File: src/rtl/writeback_arbiter_if.sv
// Writeback bus bundle: ALU/LSU result sources in, register-file write port out.
// Optional forwarding ports are present only when WB_FORWARD_EN is defined.
interface writeback_arbiter_if #(
  parameter int DEPTH = 4,
  parameter int CW    = $clog2(DEPTH + 1)
);
  logic          alu_valid;
  logic [4:0]    alu_rd;
  logic [31:0]   alu_data;
  logic          lsu_valid;
  logic          lsu_ready;
  logic [4:0]    lsu_rd;
  logic [31:0]   lsu_data;
  logic [4:0]    write_reg;
  logic [31:0]   write_data;
  logic          reg_write;
  logic [CW-1:0] fifo_count;
`ifdef WB_FORWARD_EN
  logic [4:0]    fwd_rs1;
  logic [4:0]    fwd_rs2;
  logic          fwd_hit1;
  logic          fwd_hit2;
  logic [31:0]   fwd_data1;
  logic [31:0]   fwd_data2;

  modport master (
    output alu_valid, alu_rd, alu_data, lsu_valid, lsu_rd, lsu_data, fwd_rs1, fwd_rs2,
    input  lsu_ready, write_reg, write_data, reg_write, fifo_count,
           fwd_hit1, fwd_hit2, fwd_data1, fwd_data2
  );
  modport slave (
    input  alu_valid, alu_rd, alu_data, lsu_valid, lsu_rd, lsu_data, fwd_rs1, fwd_rs2,
    output lsu_ready, write_reg, write_data, reg_write, fifo_count,
           fwd_hit1, fwd_hit2, fwd_data1, fwd_data2
  );
`else
  modport master (
    output alu_valid, alu_rd, alu_data, lsu_valid, lsu_rd, lsu_data,
    input  lsu_ready, write_reg, write_data, reg_write, fifo_count
  );
  modport slave (
    input  alu_valid, alu_rd, alu_data, lsu_valid, lsu_rd, lsu_data,
    output lsu_ready, write_reg, write_data, reg_write, fifo_count
  );
`endif
endinterface

File: src/rtl/writeback_arbiter.sv
// Writeback arbiter: ALU has priority on the single register-file write port;
// LSU results that lose arbitration wait in an in-order skid FIFO and drain
// when the ALU is idle. A younger ALU write squashes buffered loads to the
// same rd so the stale load never overwrites it.
// Optional feature macro: WB_FORWARD_EN (decode-stage forwarding of the
// registered write).
module writeback_arbiter #(
  parameter int DEPTH = 4,
  parameter int CW    = $clog2(DEPTH + 1)
) (
  input logic                clk,
  input logic                reset,
  writeback_arbiter_if.slave bus
);
  localparam int PW = (DEPTH > 1) ? $clog2(DEPTH) : 1;

  logic [4:0]       fifo_rd   [DEPTH];
  logic [31:0]      fifo_data [DEPTH];
  logic [DEPTH-1:0] fifo_sq;
  logic [PW-1:0]    rd_ptr;
  logic [PW-1:0]    wr_ptr;
  logic [CW-1:0]    count;

  logic             full;
  logic             empty;
  logic             lsu_xfer;
  logic             alu_issue;
  logic             pop;
  logic             bypass;
  logic             push;
  logic             push_sq;

  logic             issue;
  logic [4:0]       issue_rd;
  logic [31:0]      issue_data;

  logic             reg_write_q;
  logic [4:0]       write_reg_q;
  logic [31:0]      write_data_q;

  assign full      = (count == CW'(DEPTH));
  assign empty     = (count == '0);
  assign lsu_xfer  = bus.lsu_valid && !full;
  assign alu_issue = bus.alu_valid && (bus.alu_rd != 5'd0);
  // rd == 0 transfers are accepted and dropped: neither bypassed nor pushed.
  assign pop       = !alu_issue && !empty;
  assign bypass    = !alu_issue && empty && lsu_xfer && (bus.lsu_rd != 5'd0);
  assign push      = lsu_xfer && (bus.lsu_rd != 5'd0) && !bypass;
  // The ALU write is younger than a same-cycle LSU transfer to the same rd.
  assign push_sq   = alu_issue && (bus.lsu_rd == bus.alu_rd);

  // Select the write issued this cycle: ALU, then FIFO head, then LSU bypass.
  always_comb begin
    issue      = 1'b0;
    issue_rd   = bus.alu_rd;
    issue_data = bus.alu_data;
    if (alu_issue) begin
      issue = 1'b1;
    end else if (pop) begin
      issue      = !fifo_sq[rd_ptr];
      issue_rd   = fifo_rd[rd_ptr];
      issue_data = fifo_data[rd_ptr];
    end else if (bypass) begin
      issue      = 1'b1;
      issue_rd   = bus.lsu_rd;
      issue_data = bus.lsu_data;
    end
  end

  // FIFO storage and squash marking; stale slots are harmless since push rewrites them.
  always_ff @(posedge clk) begin
    if (alu_issue) begin
      for (int i = 0; i < DEPTH; i++) begin
        if (fifo_rd[i] == bus.alu_rd) fifo_sq[i] <= 1'b1;
      end
    end
    if (push) begin
      fifo_rd[wr_ptr]   <= bus.lsu_rd;
      fifo_data[wr_ptr] <= bus.lsu_data;
      fifo_sq[wr_ptr]   <= push_sq;
    end
  end

  // FIFO pointers and occupancy.
  always_ff @(posedge clk) begin
    if (reset) begin
      rd_ptr <= '0;
      wr_ptr <= '0;
      count  <= '0;
    end else begin
      if (push) wr_ptr <= wr_ptr + PW'(1);
      if (pop)  rd_ptr <= rd_ptr + PW'(1);
      case ({push, pop})
        2'b10:   count <= count + CW'(1);
        2'b01:   count <= count - CW'(1);
        default: count <= count;
      endcase
    end
  end

  // Registered write port; address/data hold when nothing issues.
  always_ff @(posedge clk) begin
    if (reset) begin
      reg_write_q  <= 1'b0;
      write_reg_q  <= 5'd0;
      write_data_q <= 32'd0;
    end else begin
      reg_write_q <= issue;
      if (issue) begin
        write_reg_q  <= issue_rd;
        write_data_q <= issue_data;
      end
    end
  end

  assign bus.lsu_ready  = !full;
  assign bus.reg_write  = reg_write_q;
  assign bus.write_reg  = write_reg_q;
  assign bus.write_data = write_data_q;
  assign bus.fifo_count = count;

`ifdef WB_FORWARD_EN
  assign bus.fwd_hit1  = reg_write_q && (bus.fwd_rs1 == write_reg_q) && (bus.fwd_rs1 != 5'd0);
  assign bus.fwd_hit2  = reg_write_q && (bus.fwd_rs2 == write_reg_q) && (bus.fwd_rs2 != 5'd0);
  assign bus.fwd_data1 = write_data_q;
  assign bus.fwd_data2 = write_data_q;
`endif

endmodule

File: src/flat_wrapper.sv
// flat-port wrapper written by rule: the top's interface ports become plain ports
module writeback_arbiter_flat 
#(
  parameter int DEPTH = 4,
  parameter int CW    = $clog2(DEPTH + 1)
)
  (clk, reset, bus_alu_valid, bus_alu_rd, bus_alu_data, bus_lsu_valid, bus_lsu_rd, bus_lsu_data, bus_lsu_ready, bus_write_reg, bus_write_data, bus_reg_write, bus_fifo_count);
  writeback_arbiter_if #(.DEPTH(DEPTH), .CW(CW)) bus_i ();
  input logic clk;
  input logic reset;
  input wire logic [$bits(bus_i.alu_valid)-1:0] bus_alu_valid;
  input wire logic [$bits(bus_i.alu_rd)-1:0] bus_alu_rd;
  input wire logic [$bits(bus_i.alu_data)-1:0] bus_alu_data;
  input wire logic [$bits(bus_i.lsu_valid)-1:0] bus_lsu_valid;
  input wire logic [$bits(bus_i.lsu_rd)-1:0] bus_lsu_rd;
  input wire logic [$bits(bus_i.lsu_data)-1:0] bus_lsu_data;
  output wire logic [$bits(bus_i.lsu_ready)-1:0] bus_lsu_ready;
  output wire logic [$bits(bus_i.write_reg)-1:0] bus_write_reg;
  output wire logic [$bits(bus_i.write_data)-1:0] bus_write_data;
  output wire logic [$bits(bus_i.reg_write)-1:0] bus_reg_write;
  output wire logic [$bits(bus_i.fifo_count)-1:0] bus_fifo_count;
  assign bus_i.alu_valid = bus_alu_valid;
  assign bus_i.alu_rd = bus_alu_rd;
  assign bus_i.alu_data = bus_alu_data;
  assign bus_i.lsu_valid = bus_lsu_valid;
  assign bus_i.lsu_rd = bus_lsu_rd;
  assign bus_i.lsu_data = bus_lsu_data;
  assign bus_lsu_ready = bus_i.lsu_ready;
  assign bus_write_reg = bus_i.write_reg;
  assign bus_write_data = bus_i.write_data;
  assign bus_reg_write = bus_i.reg_write;
  assign bus_fifo_count = bus_i.fifo_count;
  writeback_arbiter #(.DEPTH(DEPTH), .CW(CW)) u_core (.clk(clk), .reset(reset), .bus(bus_i));
endmodule
File: config.mk
export PLATFORM = sky130hd
export DESIGN_NAME = writeback_arbiter_flat
export DESIGN_NICKNAME = d
export VERILOG_FILES = /design/src/rtl/writeback_arbiter_if.sv /design/src/rtl/writeback_arbiter.sv /design/src/flat_wrapper.sv
export SDC_FILE = /design/constraint.sdc
export NUM_CORES = 1
export LEC_CHECK = 0
export CAP_MARGIN = 0
export CELL_PAD_IN_SITES_DETAIL_PLACEMENT = 0
export CELL_PAD_IN_SITES_GLOBAL_PLACEMENT = 1
export CORE_MARGIN = 2
export CORE_UTILIZATION = 40
export DETAILED_ROUTE_END_ITERATION = 10
export PLACE_DENSITY = 0.86
export SLEW_MARGIN = 0
export SYNTH_ARGS = -nofsm -noshare
export SYNTH_HDL_FRONTEND = slang
export SYNTH_SLANG_ARGS = --single-unit
File: constraint.sdc
create_clock -name clk -period 5.2 [get_ports clk]
set_input_delay 1.04 -clock clk [delete_from_list [all_inputs] [get_ports clk]]
set_output_delay 1.04 -clock clk [all_outputs]
set_load 0.05 [all_outputs]
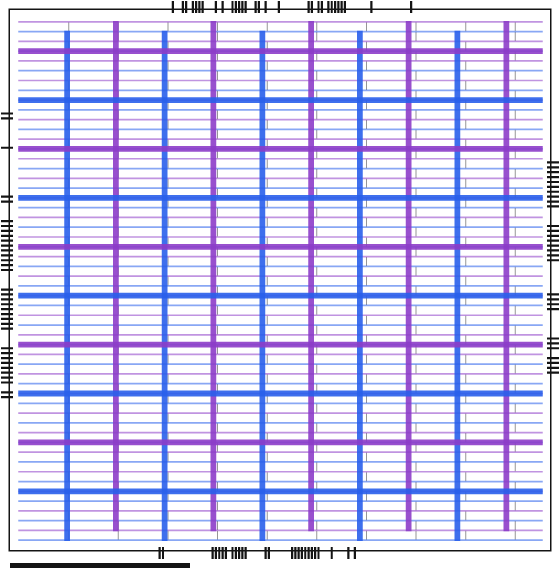
(images/floorplan.png)
Bar = 50 um. Pins as bars on the die edge. Tap cells in gray.
VDD: marked purple. VSS: marked blue.
275 tap cells. 10 straps on met4. 10 straps on met5.

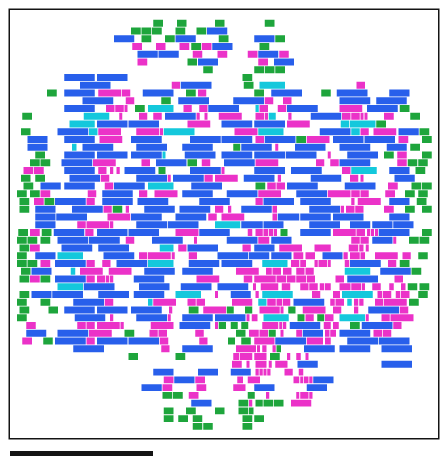
(images/class_map.png)
Bar = 50 um.
remaining logic cells: marked magenta, cells 304. clock drivers and dummy loads: marked cyan, cells 32. remaining buffers and delay cells: marked green, cells 134. registers: marked blue, cells 199.

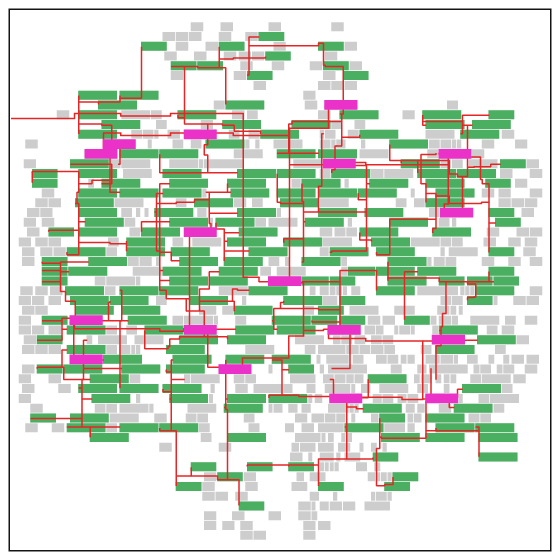
(images/clock_wires.png)
clock-net drivers: marked magenta, count 17. flip-flops: marked green, count 199. clock wires: marked red, length 2320 um.
There are 18 routed clock nets.

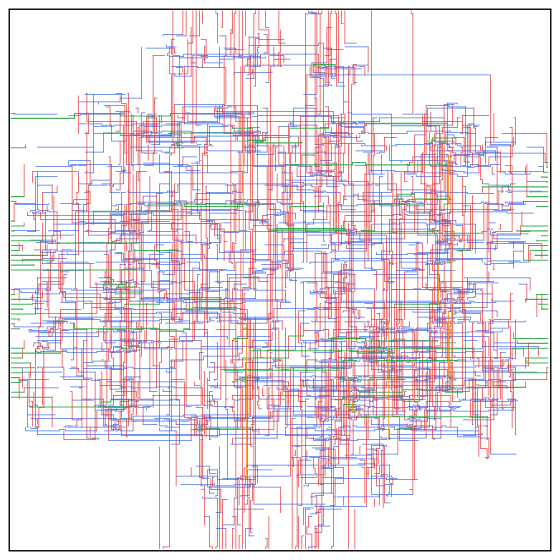
(images/layers.png)
M3: marked green, wire length 1480 um. M1: marked blue, wire length 9480 um. M2: marked red, wire length 11300 um. M4: marked orange, wire length 271 um.
DRT Wirelength: 22.5 mm
total via count after detailed routing: 5733

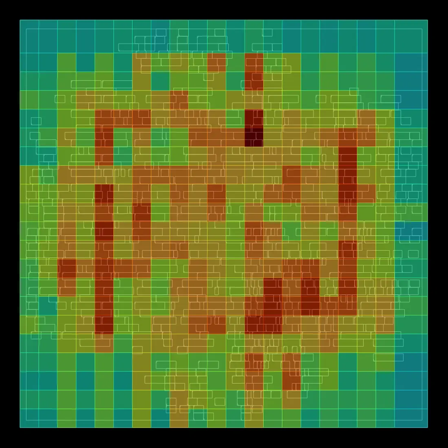
(images/congestion_map.png)
fin util: 50.5%
average wire length per cell after detail routing: 23.9 um
busiest layer in global routing: met2
Tot GR Track Use: 20.7%
met1 layer usage reported by global route: 27.3%

==> impl_metrics.env <==
# implementation run metrics
export IMPL_max_freq_ghz=0.268
export IMPL_worstSetupEndpointType="flop"
export IMPL_rsz0062_at_grt="no"
export IMPL_synth_edff_count=148
export IMPL_fp_coreArea_um2=21000
export IMPL_worstSetupPathType="input pin to flop"
export IMPL_numPortBuffers=119
export IMPL_timing_critical_path_slowest_cell_delay_ns=0.59
export IMPL_post_synth_top_area_cell="edfxtp_1"
export IMPL_yosys_register_bits=199
export IMPL_layout_worst_path_cycle_share_pct=71.7
export IMPL_clock_root_buffer="clkbuf_16"
export IMPL_max_slew_margin_pct=6.71
export IMPL_dp_cells=912
export IMPL_worst_path_max_fanout=7
export IMPL_final_max_slew_viol_count=0
export IMPL_grt_antenna_before_repair=0
export IMPL_chip_area_um2=22500
export IMPL_chip_area_estimate_from_yosys_synthesis_um2=8550
export IMPL_area_growth_synth_to_final_pct=24.3
export IMPL_drc_errors=0
export IMPL_timing_final_hold_violations=0
export IMPL_postSynthCellCount=555
export IMPL_final_net_count=740
export IMPL_clkSlewWorstSetupHoldPaths_ns=0.07
export IMPL_design_power_total_mw=5.19
export IMPL_drtPass1Iterations=5
export IMPL_synth_warn=0
export IMPL_first_global_vias=6028
export IMPL_min_delay_path_class="flop to flop"
export IMPL_io_pin_count=120
export IMPL_final_setup_viol_count=0
export IMPL_dr_first_iter_drc_count=542
export IMPL_nFillCells=1706
export IMPL_leakage_nw=3.32
export IMPL_stage_log_warnings=29
export IMPL_gpl_wtd_cong=0.870
export IMPL_ys_cells=555
export IMPL_synth_most_common_cell="edfxtp_1"
export IMPL_largest_reg_flops=128
export IMPL_layout_drive_gt1_share_pct=14.9
export IMPL_async_flop_share_pct=0
export IMPL_cp_data_required_time_ns=5.58
export IMPL_tns_ns=0
export IMPL_post_cts_resized_instances=0
export IMPL_crit_path_start_kind="input pin"
export IMPL_grt_max_degree=41
export IMPL_worst_path_buf_inv=4
export IMPL_synth_distinct_cells=46
export IMPL_postcts_setup_bufs=0
export IMPL_fp_row_count=53
export IMPL_cts_tree="built"
export IMPL_mappedNetlistArea_um2=8550
export IMPL_synth_seq_area_share_pct=64.0
export IMPL_placed_area_um2=10000
export IMPL_result_of_the_run="finished, final reports clean"
export IMPL_core_util_floorplan_pct=40.7
export IMPL_clock_tree_htree_level_count=4
export IMPL_max_vdd_ir_drop_uv=292
export IMPL_topCellsByArea="edfxtp_1 52%, dfxtp_1 12%, mux4_2 10%"
export IMPL_avgSynthCellArea_um2=15.4
export IMPL_numClockSinks=199
export IMPL_final_antenna_net_count=0
export IMPL_timing_critical_path_arrival_ns=4.10
export IMPL_cts_max_path_buffers=2
export IMPL_clock_insertion_delay_worst_skew_ns=0.44
export IMPL_max_area_cell_share_pct=52.0
export IMPL_cts_hold_repair_buffers=0
export IMPL_max_cap_violations=0
export IMPL_post_route_cell_area_um2=10600
export IMPL_globalRouteOverflowTotal=0
export IMPL_synth_net_count=639
export IMPL_fin_crit_ns=3.73
export IMPL_yosys_most_used_dff="edfxtp_1"
export IMPL_critical_path_top_delay_family="buffers and inverters"
export IMPL_finish_cell_count_without_fillers=944
export IMPL_slowest_stage="clkdlybuf4s50_1"
export IMPL_top_cells_by_count="148 x edfxtp_1, 51 x dfxtp_1, 40 x nand2_1"
export IMPL_vias_per_cell=6.07
export IMPL_worst_tran_pin_value_ns=1.40
export IMPL_critical_path_cell_chain="clkdlybuf4s50_1 > or3_4 > o311ai_2 > buf_4 > a21oi_1 > inv_1 > ha_1 > inv_1 > fa_1 > xor2_1 > or3_1 > a21oi_1"
export IMPL_antennaDiodeCount=0
export IMPL_largest_register="u_core.fifo_data"
export IMPL_fin_worst_skew_ns=0.00948
export IMPL_dieHeight_um=150
export IMPL_tritoncts_num_buffers=17
export IMPL_dp_hpwl_mm=13.4
export IMPL_power_density_nw_per_um2=489
export IMPL_grt_pass1_wl_mm=34.6
export IMPL_die_x_um=150
## tightest hold or removal path, stage by stage, from the launching register on
cell and delay [ns]:
dfxtp_1 0.31, inv_1 0.05, a221oi_1 0.07
## metrics by stage
step | hold slack, ns | setup WS [ns]
final | 0.482 | 1.47
after global routing | 0.511 | 1.34
after CTS | 0.482 | 1.49
after detailed placement | 0.469 | 1.04
after global placement | 0.468 | 1.13
after floorplan | 0.473 | 0.244
## power by group
group	switching, mW	internal [mW]	total (mW)
clock network	0.582	0.769	1.35
registers	0.180	1.94	2.12
logic	1.07	0.653	1.72
## logic make-up after synthesis
kind of cell / synth area share [%]
AND-OR/OR-AND: 14.0
XOR/XNOR: 2.77
multiplexers: 10.7
buffers and inverters: 3.56
adder cells (fa/ha/maj): 0.966
AND/OR/NAND/NOR: 3.98
flip-flops: 64.0
## routing by layer
metal  vias to the layer above  GRT usage, %  part of all wire, %
met1                      2950          27.3                   42
li1                       2498             -                    -
met3                        28          5.36                  6.6
met2                       257          34.2                   50
met5                         -             0                    0
met4                         0          5.42                  1.2
## layout make-up
cell class                 count  area (um^2)  area share, %
clock inverter                12          153           1.44
timing repair buffer         134         1290           12.2
clock buffer                  20          447           4.21
sequential                   199         5470           51.5
inverter                      17         63.8          0.601
tap                          275          344           3.24
multi-input combinational    287         2850           26.8
## cell usage in the layout (no fill, tap or decap), types with 4 or more instances in the layout
cell and n:
ha_1 5, buf_4 15, nor2_1 8, edfxtp_1 148, clkdlybuf4s50_1 117, a221oi_1 5, or3_1 5, a41oi_1 4
a221o_1 32, mux2i_1 5, a211oi_4 4, clkbuf_16 17, a2111oi_0 32, mux4_2 38, xor2_1 17, xnor2_1 10
nand3_1 4, a21oi_1 8, nand2_1 40, dfxtp_1 49, o2111ai_1 32, o21ai_0 6, nor3_1 5, clkinv_4 4
inv_1 17, clkinv_2 4
## worst paths after layout
path         slack [ns]                startpoint                        to  depth (start not counted)
max reg2reg        2.12  u_core.bus.fifo_count[2]  u_core.bus.write_data[9]                          4
min reg2reg        0.48   u_core.bus.write_reg[4]   u_core.bus.write_reg[4]                          2
max                1.47             bus_alu_rd[3]  u_core.bus.fifo_count[2]                         12
min                0.48   u_core.bus.write_reg[4]   u_core.bus.write_reg[4]                          2
No activity file was given, so power comes from the tool's default toggle rates.
